### config.mk
export PLATFORM = sky130hd
export DESIGN_NAME = divider_array_share_ctrl
export DESIGN_NICKNAME = d
export VERILOG_FILES = /design/src/rtl/divider_array_share_ctrl.sv
export SDC_FILE = /design/constraint.sdc
export NUM_CORES = 1
export LEC_CHECK = 0
export ABC_AREA = 1
export CORE_ASPECT_RATIO = 1.25
export CORE_MARGIN = 2
export CORE_UTILIZATION = 41
export CTS_CLUSTER_DIAMETER = 80
export DETAILED_ROUTE_END_ITERATION = 16
export GPL_TIMING_DRIVEN = 0
export PLACE_DENSITY = 0.77
export SKIP_CTS_REPAIR_TIMING = 1
export SLEW_MARGIN = 20
export SYNTH_ARGS = -nofsm -noshare
export SYNTH_HDL_FRONTEND = slang
export SYNTH_SLANG_ARGS = --single-unit
### constraint.sdc
create_clock -name clk -period 2.4 [get_ports clk]
set_input_delay 0.36 -clock clk [delete_from_list [all_inputs] [get_ports clk]]
set_output_delay 0.36 -clock clk [all_outputs]
set_load 0.02 [all_outputs]
### src/rtl/divider_array_share_ctrl.sv
// divider_array_share_ctrl
// Shares one combinational 16/8 array divider core between two requesters.
// Round-robin arbitration, operand hold for SETTLE_CYCLES, divide-by-zero and
// quotient-overflow screening, valid/ready response, completion/error counters.
//
// Ports
//   clk, rst                  clock, asynchronous active-high reset
//   reqX_valid/ready/n/d      request channels (X = 0,1); ready is combinational
//   div_n, div_d              operands driven to the divider core (registered)
//   div_q, div_r              results from the divider core
//   rsp_valid/ready/id/q/r/err response channel (err bit0 = /0, bit1 = overflow)
//   busy                      controller not idle
//   done_cnt, err_cnt         delivered responses / delivered erroneous responses
module divider_array_share_ctrl #(
    parameter int unsigned SETTLE_CYCLES = 3
) (
    input  logic        clk,
    input  logic        rst,
    input  logic        req0_valid,
    output logic        req0_ready,
    input  logic [15:0] req0_n,
    input  logic [7:0]  req0_d,
    input  logic        req1_valid,
    output logic        req1_ready,
    input  logic [15:0] req1_n,
    input  logic [7:0]  req1_d,
    output logic [15:0] div_n,
    output logic [7:0]  div_d,
    input  logic [7:0]  div_q,
    input  logic [7:0]  div_r,
    output logic        rsp_valid,
    input  logic        rsp_ready,
    output logic        rsp_id,
    output logic [7:0]  rsp_q,
    output logic [7:0]  rsp_r,
    output logic [1:0]  rsp_err,
    output logic        busy,
    output logic [15:0] done_cnt,
    output logic [15:0] err_cnt
);

    localparam int unsigned NW = 16;
    localparam int unsigned DW = 8;
    localparam int unsigned CW = 4;
    localparam int unsigned EW = 2;

    typedef enum logic [1:0] {
        S_IDLE   = 2'd0,
        S_SETTLE = 2'd1,
        S_RESP   = 2'd2
    } state_t;

    state_t          state_q, state_d;
    logic            last_grant_q, last_grant_d;
    logic [NW-1:0]   n_q, n_d;
    logic [DW-1:0]   d_q, d_d;
    logic            id_q, id_d;
    logic [CW-1:0]   cnt_q, cnt_d;
    logic [DW-1:0]   q_q, q_d;
    logic [DW-1:0]   r_q, r_d;
    logic [EW-1:0]   err_q, err_d;
    logic            rsp_valid_q, rsp_valid_d;
    logic            busy_q, busy_d;
    logic [15:0]     done_cnt_q, done_cnt_d;
    logic [15:0]     err_cnt_q, err_cnt_d;

    logic            gnt0, gnt1;
    logic [NW-1:0]   acc_n;
    logic [DW-1:0]   acc_d;

    // Round-robin grant: on contention the port that did not win last time goes.
    always_comb begin
        gnt0 = (state_q == S_IDLE) && req0_valid && (!req1_valid || last_grant_q);
        gnt1 = (state_q == S_IDLE) && req1_valid && (!req0_valid || !last_grant_q);
        acc_n = gnt1 ? req1_n : req0_n;
        acc_d = gnt1 ? req1_d : req0_d;
    end

    assign req0_ready = gnt0;
    assign req1_ready = gnt1;

    // Next-state and datapath update.
    always_comb begin
        state_d      = state_q;
        last_grant_d = last_grant_q;
        n_d          = n_q;
        d_d          = d_q;
        id_d         = id_q;
        cnt_d        = cnt_q;
        q_d          = q_q;
        r_d          = r_q;
        err_d        = err_q;
        done_cnt_d   = done_cnt_q;
        err_cnt_d    = err_cnt_q;

        case (state_q)
            S_IDLE: begin
                if (gnt0 || gnt1) begin
                    n_d          = acc_n;
                    d_d          = acc_d;
                    id_d         = gnt1;
                    last_grant_d = gnt1;
                    if (acc_d == '0) begin
                        q_d     = '1;
                        r_d     = '1;
                        err_d   = 2'b01;
                        state_d = S_RESP;
                    end else if (acc_n[NW-1:DW] >= acc_d) begin
                        // Quotient would not fit in 8 bits.
                        q_d     = '1;
                        r_d     = '1;
                        err_d   = 2'b10;
                        state_d = S_RESP;
                    end else begin
                        cnt_d   = CW'(SETTLE_CYCLES - 1);
                        state_d = S_SETTLE;
                    end
                end
            end
            S_SETTLE: begin
                if (cnt_q == '0) begin
                    q_d     = div_q;
                    r_d     = div_r;
                    err_d   = '0;
                    state_d = S_RESP;
                end else begin
                    cnt_d = cnt_q - CW'(1);
                end
            end
            S_RESP: begin
                if (rsp_ready) begin
                    done_cnt_d = done_cnt_q + 16'd1;
                    if (err_q != '0) begin
                        err_cnt_d = err_cnt_q + 16'd1;
                    end
                    state_d = S_IDLE;
                end
            end
            default: begin
                state_d = S_IDLE;
            end
        endcase

        rsp_valid_d = (state_d == S_RESP);
        busy_d      = (state_d != S_IDLE);
    end

    // State register.
    always_ff @(posedge clk or posedge rst) begin
        if (rst) begin
            state_q      <= S_IDLE;
            last_grant_q <= 1'b1;
            n_q          <= '0;
            d_q          <= '0;
            id_q         <= 1'b0;
            cnt_q        <= '0;
            q_q          <= '0;
            r_q          <= '0;
            err_q        <= '0;
            rsp_valid_q  <= 1'b0;
            busy_q       <= 1'b0;
            done_cnt_q   <= '0;
            err_cnt_q    <= '0;
        end else begin
            state_q      <= state_d;
            last_grant_q <= last_grant_d;
            n_q          <= n_d;
            d_q          <= d_d;
            id_q         <= id_d;
            cnt_q        <= cnt_d;
            q_q          <= q_d;
            r_q          <= r_d;
            err_q        <= err_d;
            rsp_valid_q  <= rsp_valid_d;
            busy_q       <= busy_d;
            done_cnt_q   <= done_cnt_d;
            err_cnt_q    <= err_cnt_d;
        end
    end

    assign div_n     = n_q;
    assign div_d     = d_q;
    assign rsp_valid = rsp_valid_q;
    assign rsp_id    = id_q;
    assign rsp_q     = q_q;
    assign rsp_r     = r_q;
    assign rsp_err   = err_q;
    assign busy      = busy_q;
    assign done_cnt  = done_cnt_q;
    assign err_cnt   = err_cnt_q;

endmodule

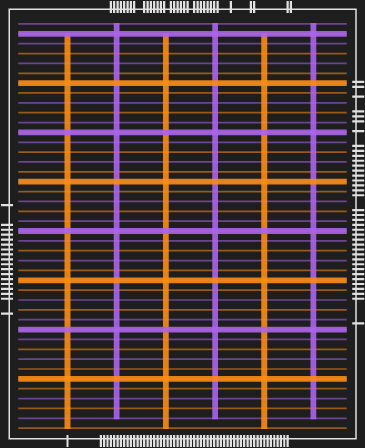
(run_1/floorplan.png)
Pins as bars on the die edge.
- VDD: purple
- VSS: orange
- rows: 41
- signal pins: 148
- met4 straps: 6
- met5 straps: 8
die outline width: 95.3 um
die boundary height: 118 um
Max VDD drop: 0.000557 V
core area: 0.0101 sq mm

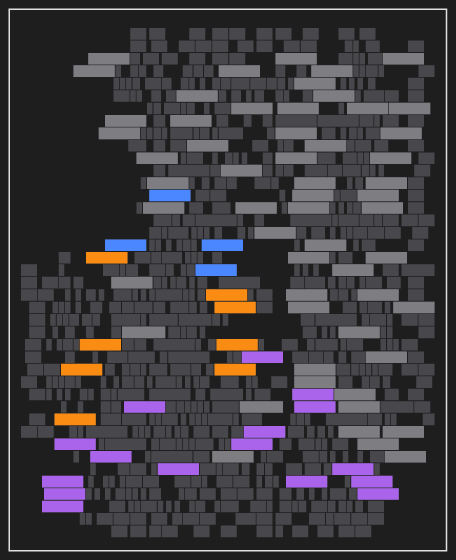
(run_1/ff_map.png)
- div_n: purple (placed flops 16)
- cnt_q: blue (placed flops 4; where centre)
- div_d: orange (placed flops 8)

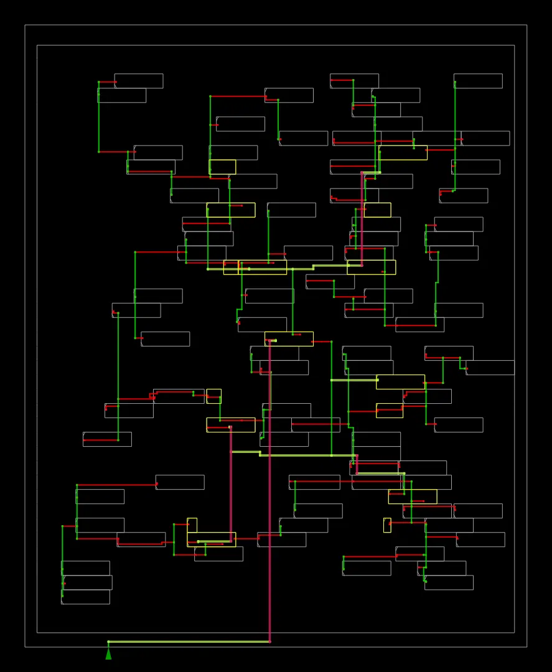
(run_1/clock_nets.png)
TritonCTS buffer count: 9
later-pin clock latency in the skew report: 0.33 ns

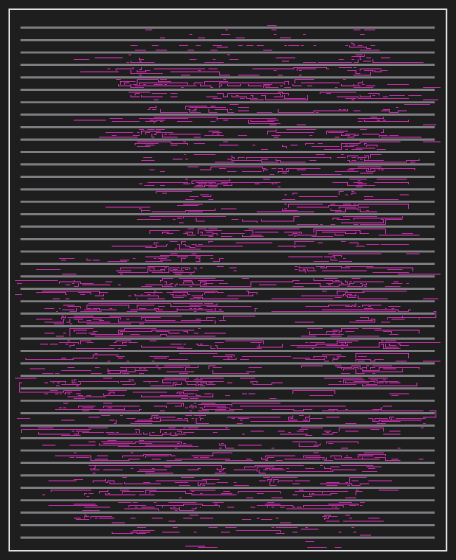
(run_1/m1.png)
Supply wires on this layer in grey.
- nets with wire on the layer: 674
- wire length on this layer: 4640 um
- longest straight run: 29.0 um
- main direction: horizontal
vias after detailed routing: 4057
DRT Wirelength: 11800 um

==> metrics.log, run 1 <==
[metrics] run summary
INFO  metric ys_seq_share = 49.3%
INFO  metric number_of_synthesized_register_bits = 84
INFO  metric clock-sinks = 84
INFO  metric failed_checks = setup timing
INFO  metric clock_tree.buffer_depth = 2
INFO  metric global_route_wire_length_before_repair = 18600 um
INFO  metric detailroute.wirelength.met2 = 6400 um
INFO  metric layout_top_cell_excl_fill_tap = sky130_fd_sc_hd__clkdlybuf4s50_1
INFO  metric yosys_cells = 506
INFO  metric setup_repair_after_global_routing_missed_its_margin = true
INFO  metric post_synth.cell_area_avg = 8.44 sq um
INFO  metric top_layer = met4
INFO  metric layout.core_utilization = 66.2%
INFO  metric post_route_cells_drive_above_1_share = 19.0%
INFO  metric inverters_excl_clock = 39
INFO  metric netlist_top_cells_area = sky130_fd_sc_hd__dfrtp_1 (49%), sky130_fd_sc_hd__nand2_1 (15%), sky130_fd_sc_hd__nand3_1 (4.3%), sky130_fd_sc_hd__ha_1 (3.5%), sky130_fd_sc_hd__xnor2_1 (3.3%)
INFO  metric critPathRequiredTime = 2.67 ns
INFO  metric post-place-cells = 783
INFO  metric critPathKind = flop to flop
INFO  metric route.detailed.vias_per_inst = 4.93
INFO  metric register_to_register_setup_slack = -0.18 ns
INFO  metric dpl-instance-area = 0.00599 sq mm
INFO  metric clk_share = 4.34%
INFO  metric slew_headroom = 64.2%
INFO  metric globalplace.congestion = 0.823
INFO  metric mi_logic_area = 0.00215 sq mm
INFO  metric syn-instance-count = 506
INFO  metric result_of_the_run = finished with violations
INFO  metric nNetsFinal = 770
INFO  metric syn_std_cell_area = 0.00427 sq mm
INFO  metric synth_chip_area = 0.00427 sq mm
INFO  metric fill_cells = 777
INFO  metric insertedDiodeCount = 0
INFO  metric detail-route-antenna-nets = 0
INFO  metric nFlopsAndLatches = 84
INFO  metric worst_slew_pin_slew = 0.536 ns
INFO  metric final-max-slew-violation-count = 0
INFO  metric instances_no_fill = 823
INFO  metric register_area = 0.00210 sq mm
INFO  metric place_ws = -0.794 ns
INFO  metric met3_wirelength = 498 um
INFO  metric ff2ff_path_depth = 19
INFO  metric clock_buffers = 13
INFO  metric grt_busiest_layer = met2
INFO  metric multi_input_comb_cells = 370
INFO  metric highest_delay_cell_along_the_critical_path = sky130_fd_sc_hd__dfstp_2
INFO  metric fin_worst_hold_slack = 0.422 ns
INFO  metric synthesis.nets = 587
INFO  metric worst_setup_path_endpoint = rsp_r[4]$_DFFE_PP0P_
INFO  metric pre_antenna_drt_iters = 4
INFO  metric row_count = 41
INFO  metric crit_start = last_grant_q$_DFFE_PP1P_
INFO  metric grt_pass1_vias = 4030
INFO  metric yosys.area.top_type_share = 48.6%
INFO  metric worst_path_dominant_cell_family = simple AND/OR/NAND/NOR gates
INFO  metric io_pins = 148
INFO  metric gr-usage-met3 = 3.27%
INFO  metric hpwl = 8590 um
INFO  metric timing.fmax = 388 MHz
INFO  metric finalWorstSetupSlack = -0.177 ns
INFO  metric worstPathCellList = nand2_4 -> nand3_4 -> buf_8 -> buf_4 -> nand2_1 -> nand2_2 -> ha_4 -> inv_1 -> nor2_1 -> o21ai_1 -> nand2_1 -> nand2_1 -> nand2_2 -> nor2_4 -> nand3_4 -> nand2_4 -> clkbuf_16 -> nand2_2 -> nand2_1
INFO  metric critical_path.reg2reg.startpoint = last_grant_q$_DFFE_PP1P_
INFO  metric design_area = 0.00669 sq mm
INFO  metric kind_of_start_point_of_the_critical_path = flop
INFO  metric critPathMaxFanout = 7
INFO  metric part_of_the_cycle_the_worst_path_needs = 107%
INFO  metric timing_hold_violations_final = 0
INFO  metric cts_max_level = 3
INFO  metric root_buffer = sky130_fd_sc_hd__clkbuf_16
INFO  metric die_area = 0.0113 sq mm
INFO  metric clock_transition_at_the_registers_of_the_reported_paths = 0.06 ns
INFO  metric power_per_cell_area = 1210 mW/mm^2
INFO  metric gr-usage-met1 = 24.9%
INFO  metric timing.max_cap.violations = 0
INFO  metric synth.yosys.warnings = 0
INFO  metric cp_common_cell = sky130_fd_sc_hd__nand2_1
INFO  metric worst_hold_path_type = input port to async pin
INFO  metric wl_per_cell = 14.4 um
INFO  metric yosysTopAreaCell = sky130_fd_sc_hd__dfrtp_1
INFO  metric fin_total_pwr = 0.00811 W
INFO  metric worstPathArrival = 2.85 ns
INFO  metric n_tap_cell = 129
INFO  metric area_growth_syn_to_layout = 56.5%
INFO  metric finalSetupViolations = 26
INFO  metric grt_use_met2 = 35.8%
INFO  metric cts_tree = built
INFO  metric crit_buf_inv = 4
INFO  metric post-route-min-period = 2.58 ns
INFO  metric grt_start_max_net_pins = 33
INFO  metric antenna_violations_before_repair = 0
INFO  metric layout.non_clock_buffers = 185
INFO  metric critical_path_s_largest_stage_delay = 0.56 ns
INFO  metric remaining_drc_errors = 0
INFO  metric initial_drt_markers = 123
INFO  metric worstReg2RegEnd = rsp_r[4]$_DFFE_PP0P_
INFO  metric setup-tns-final = -3.44 ns
INFO  metric worst_setup_path_end_kind = flop
INFO  metric power_leakage = 3.17 nW
INFO  metric log.warning_count = 29
INFO  metric final-nonclk-buf-share = 27.1%
INFO  metric grt_overflow = 0
INFO  metric grt_use_total = 20.8%
INFO  metric worstSetupPathDepth = 19
INFO  metric seq_area_share = 31.5%
INFO  metric dominant-cell-class = logic gates
INFO  metric synth.lib_cells_used.distinct = 36
INFO  metric finalClockSkew = 0.00436 ns
INFO  metric combAreaFraction = 32.2%
INFO  metric floorplanUtilization = 42.3%
INFO  metric layout_top_cells = sky130_fd_sc_hd__clkdlybuf4s50_1 (144), sky130_fd_sc_hd__nand2_1 (143), sky130_fd_sc_hd__dfrtp_1 (82)
INFO  metric route.layer.met1.wl = 4640 um
INFO  metric port_buffers = 146
[run 1: cells in the mapped netlist, drive strengths merged]
cell	n
xnor2	16
nand2	176
ha	12
nor3	8
nor3b	1
o21a	1
or2	16
dfrtp	83
nor2	39
clkbuf	3
xor2	13
nor4	1
mux2i	1
a41oi	1
o21ai	23
nand4	9
buf	10
a21oi	13
dfstp	1
inv	39
nand3	40
[run 1: power breakdown]
part	switching, W	internal, W
Sequential	0.000354	0.00193
Clock	0.000540	0.000784
Combinational	0.00247	0.00203
[run 1: cells by family after synthesis]
kind of cell	after synthesis	synth area share [%]
adder cells (fa/ha/maj)	12	3.52
flip-flops	84	49.3
multiplexers	1	0.234
XOR/XNOR	29	5.95
AND-OR/OR-AND	38	4.78
buffers and inverters	52	5.42
AND/OR/NAND/NOR	290	30.9
## Run 2: what changed since run 1
- CORE_UTILIZATION: 41 -> 42
- CTS_BUF_LIST: unset -> sky130_fd_sc_hd__clkbuf_4
- GPL_ROUTABILITY_DRIVEN: unset -> 0
- PLACE_DENSITY: 0.77 -> 0.78
==> metrics.log, run 2 <==
[metrics] run summary
INFO  metric result_of_the_run = finished with violations
INFO  metric failed_checks = setup timing
INFO  metric yosysTopAreaCell = sky130_fd_sc_hd__dfrtp_1
INFO  metric fin_total_pwr = 0.00723 W (-11%)
INFO  metric netlist_top_cells_count = sky130_fd_sc_hd__nand2_1 (170), sky130_fd_sc_hd__dfrtp_1 (83), sky130_fd_sc_hd__nand3_1 (37)
INFO  metric cp_common_cell = sky130_fd_sc_hd__nand2_1
INFO  metric post-route-min-period = 2.61 ns (+0.0293 ns)
INFO  metric worstReg2RegEnd = rsp_r[2]$_DFFE_PP0P_
INFO  metric route.detailed.vias_per_inst = 4.86 (-1.4%)
INFO  metric finalWorstSetupSlack = -0.206 ns (-0.0293 ns)
INFO  metric insertedDiodeCount = 0 (unchanged)
INFO  metric critical_path_s_largest_stage_delay = 0.46 ns (-0.10 ns)
INFO  metric critical_path.reg2reg.startpoint = state_q[1]$_DFF_PP0_
INFO  metric ff2ff_path_depth = 17 (-2)
INFO  metric via_count = 3977 (-2.0%)
INFO  metric io_pins = 148 (unchanged)
INFO  metric detail-route-antenna-nets = 0 (unchanged)
INFO  metric ys_sh_xor = 5.95% (unchanged)
INFO  metric crit_start = state_q[1]$_DFF_PP0_
INFO  metric cts_max_level = 3 (unchanged)
INFO  metric edf_count = 0 (unchanged)
INFO  metric grt_use_total = 20.1% (-0.72 points)
INFO  metric dominant_power_group = combinational cells
INFO  metric critPathKind = flop to flop
INFO  metric finalSetupViolations = 27 (+3.8%)
INFO  metric instances_no_fill = 818 (-0.61%)
INFO  metric synth.mux.area_fraction = 0.234% (unchanged)
INFO  metric ys_seq_share = 49.3% (unchanged)
INFO  metric root_buffer = sky130_fd_sc_hd__clkbuf_4
INFO  metric setup-tns-final = -4.07 ns (-0.628 ns)
INFO  metric log.warning_count = 29 (unchanged)
INFO  metric netlist_top_cells_area = sky130_fd_sc_hd__dfrtp_1 (49%), sky130_fd_sc_hd__nand2_1 (15%), sky130_fd_sc_hd__nand3_1 (4.3%), sky130_fd_sc_hd__ha_1 (3.5%), sky130_fd_sc_hd__xnor2_1 (3.3%)
INFO  metric floorplanUtilization = 42.7% (+0.43 points)
INFO  metric power_per_cell_area = 1130 mW/mm^2 (-6.8%)
INFO  metric worst_path_dominant_cell_family = simple AND/OR/NAND/NOR gates
INFO  metric seq_power = 0.00226 W (about the same)
INFO  metric highest_delay_cell_along_the_critical_path = sky130_fd_sc_hd__dfrtp_2
INFO  metric worst_hold_path_type = input port to async pin
INFO  metric area_growth_syn_to_layout = 49.9%
INFO  metric layout_top_cells = sky130_fd_sc_hd__nand2_1 (159), sky130_fd_sc_hd__clkdlybuf4s50_1 (145), sky130_fd_sc_hd__dfrtp_1 (82)
INFO  metric clock-sinks = 84 (unchanged)
INFO  metric pwr.group.clock = 0.000711 W (-46%)
INFO  metric worstSetupPathDepth = 17 (-2)
INFO  metric grt_start_max_net_pins = 35 (+6.1%)
INFO  metric synthesis.nets = 587 (unchanged)
INFO  metric synth.lib_cells_used.distinct = 36 (unchanged)
INFO  metric critPathMaxFanout = 7 (unchanged)
INFO  metric register_to_register_setup_slack = -0.21 ns (-0.03 ns)
INFO  metric timing_hold_violations_final = 0 (unchanged)
INFO  metric layout.core_utilization = 64.0% (-2.2 points)
INFO  metric synth.yosys.warnings = 0 (unchanged)
INFO  metric synth.logic.top_family = simple AND/OR/NAND/NOR gates
INFO  metric hpwl = 8290 um (-3.5%)
INFO  metric worst_setup_path_endpoint = rsp_r[2]$_DFFE_PP0P_
INFO  metric power.clock.fraction = 9.8% (-6.5 points)
INFO  metric fa_ha_maj_cells_area_fraction = 3.52% (unchanged)
INFO  metric drt_wirelength = 11400 um (-4.1%)
INFO  metric gr-usage-met3 = 3.68% (+0.41 points)
INFO  metric most_common_cell = sky130_fd_sc_hd__nand2_1
INFO  metric grt_overflow = 0 (unchanged)
INFO  metric worst_slew_pin_slew = 0.478 ns (-0.0581 ns)
INFO  metric grt_busiest_layer = met2
INFO  metric power_leakage = 3.04 nW (-4.0%)
INFO  metric design_area = 0.00640 sq mm (-4.3%)
INFO  metric top_layer = met4
INFO  metric route.layer.met1.wl = 4710 um (+1.6%)
INFO  metric post_synth.cell_area_avg = 8.44 sq um (unchanged)
INFO  metric antenna_violations_before_repair = 0 (unchanged)
INFO  metric place_ws = -0.724 ns (+0.0698 ns)
INFO  metric grt_pass1_vias = 3772 (-6.4%)
INFO  metric clock_tree.buffer_depth = 2 (unchanged)
INFO  metric dpl-instance-area = 0.00599 sq mm (unchanged)
INFO  metric slew_headroom = 68.1% (+3.9 points)
INFO  metric yosys.area.top_type_share = 48.6% (unchanged)
INFO  metric synth.cellmix.compoundShare = 4.78% (unchanged)
INFO  metric port_buffers = 146 (unchanged)
INFO  metric gr-usage-met1 = 25.3% (+0.42 points)
INFO  metric global_route_wire_length_before_repair = 17400 um (-6.3%)
INFO  metric p_sw = 0.00317 W (-5.5%)
INFO  metric final-max-slew-violation-count = 0 (unchanged)
INFO  metric logic_power_comb = 0.00426 W (-5.3%)
## run 2: cell counts after synthesis
Identical to the previous run, type by type.
## run 2: cell type report
class                           instances  area, sq um
Buffer                                 13          103
Inverter                               39          158
Fill cell                             856         3600
Timing Repair Buffer                  167         1670
Tap cell                              129          161
Clock inverter                          5         28.8
Clock buffer                           11         82.6
Multi-Input combinational cell        370         2100
Sequential cell                        84         2100
## run 2: kinds of logic (layout without fill, tap and decap cells)
group	Yosys count	count (layout)
muxes	1	1
AOI/OAI and AO/OA	38	38
and+or+nand+nor	290	290
adders and majority gates	12	12
DFF	84	84
buffers and inverters	52	235
xor gates and xnor gates	29	29
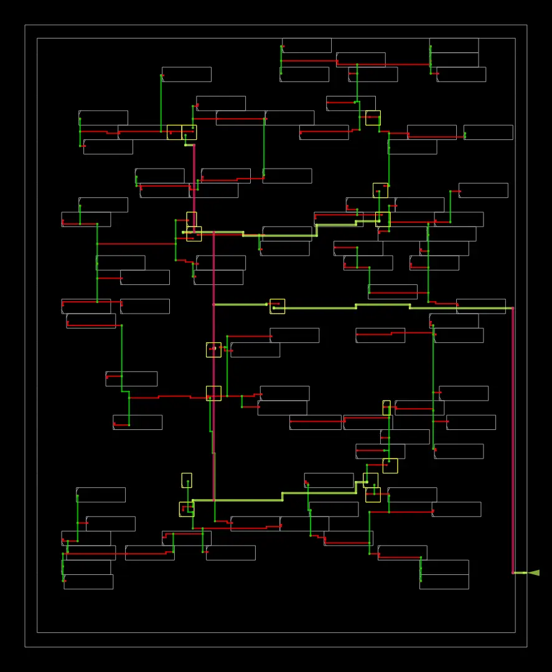
(run_2/clock_nets.png)
worst clock skew on the final layout: 0.0204 ns
later-pin clock latency in the skew report: 0.44 ns
tally of clock buffers in the finished layout: 11

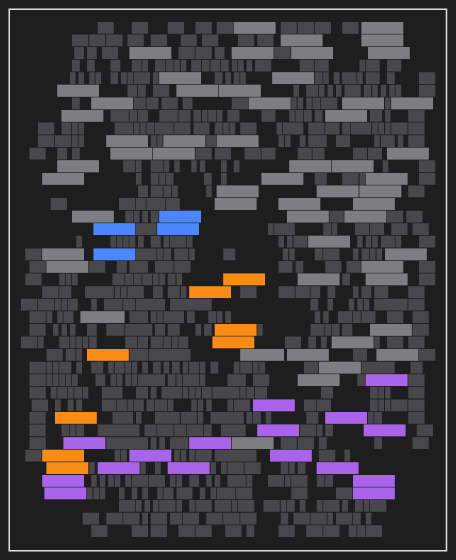
(run_2/ff_map.png)
- cnt_q: blue (placed flops 4)
- div_d: orange (placed flops 8)
- div_n: purple (placed flops 16)
- not coloured: 56

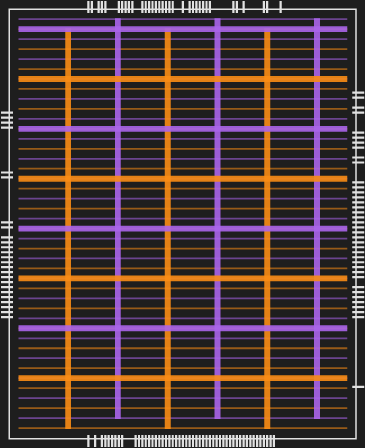
(run_2/floorplan.png)
Pins as bars on the die edge.
- VSS: orange
- VDD: purple
- signal pins: 148
- met4 straps: 6
- rows: 41
- met5 straps: 8
core area: 0.0100 sq mm
die outline width: 94.2 um

Power and IR drop assume default switching activity.
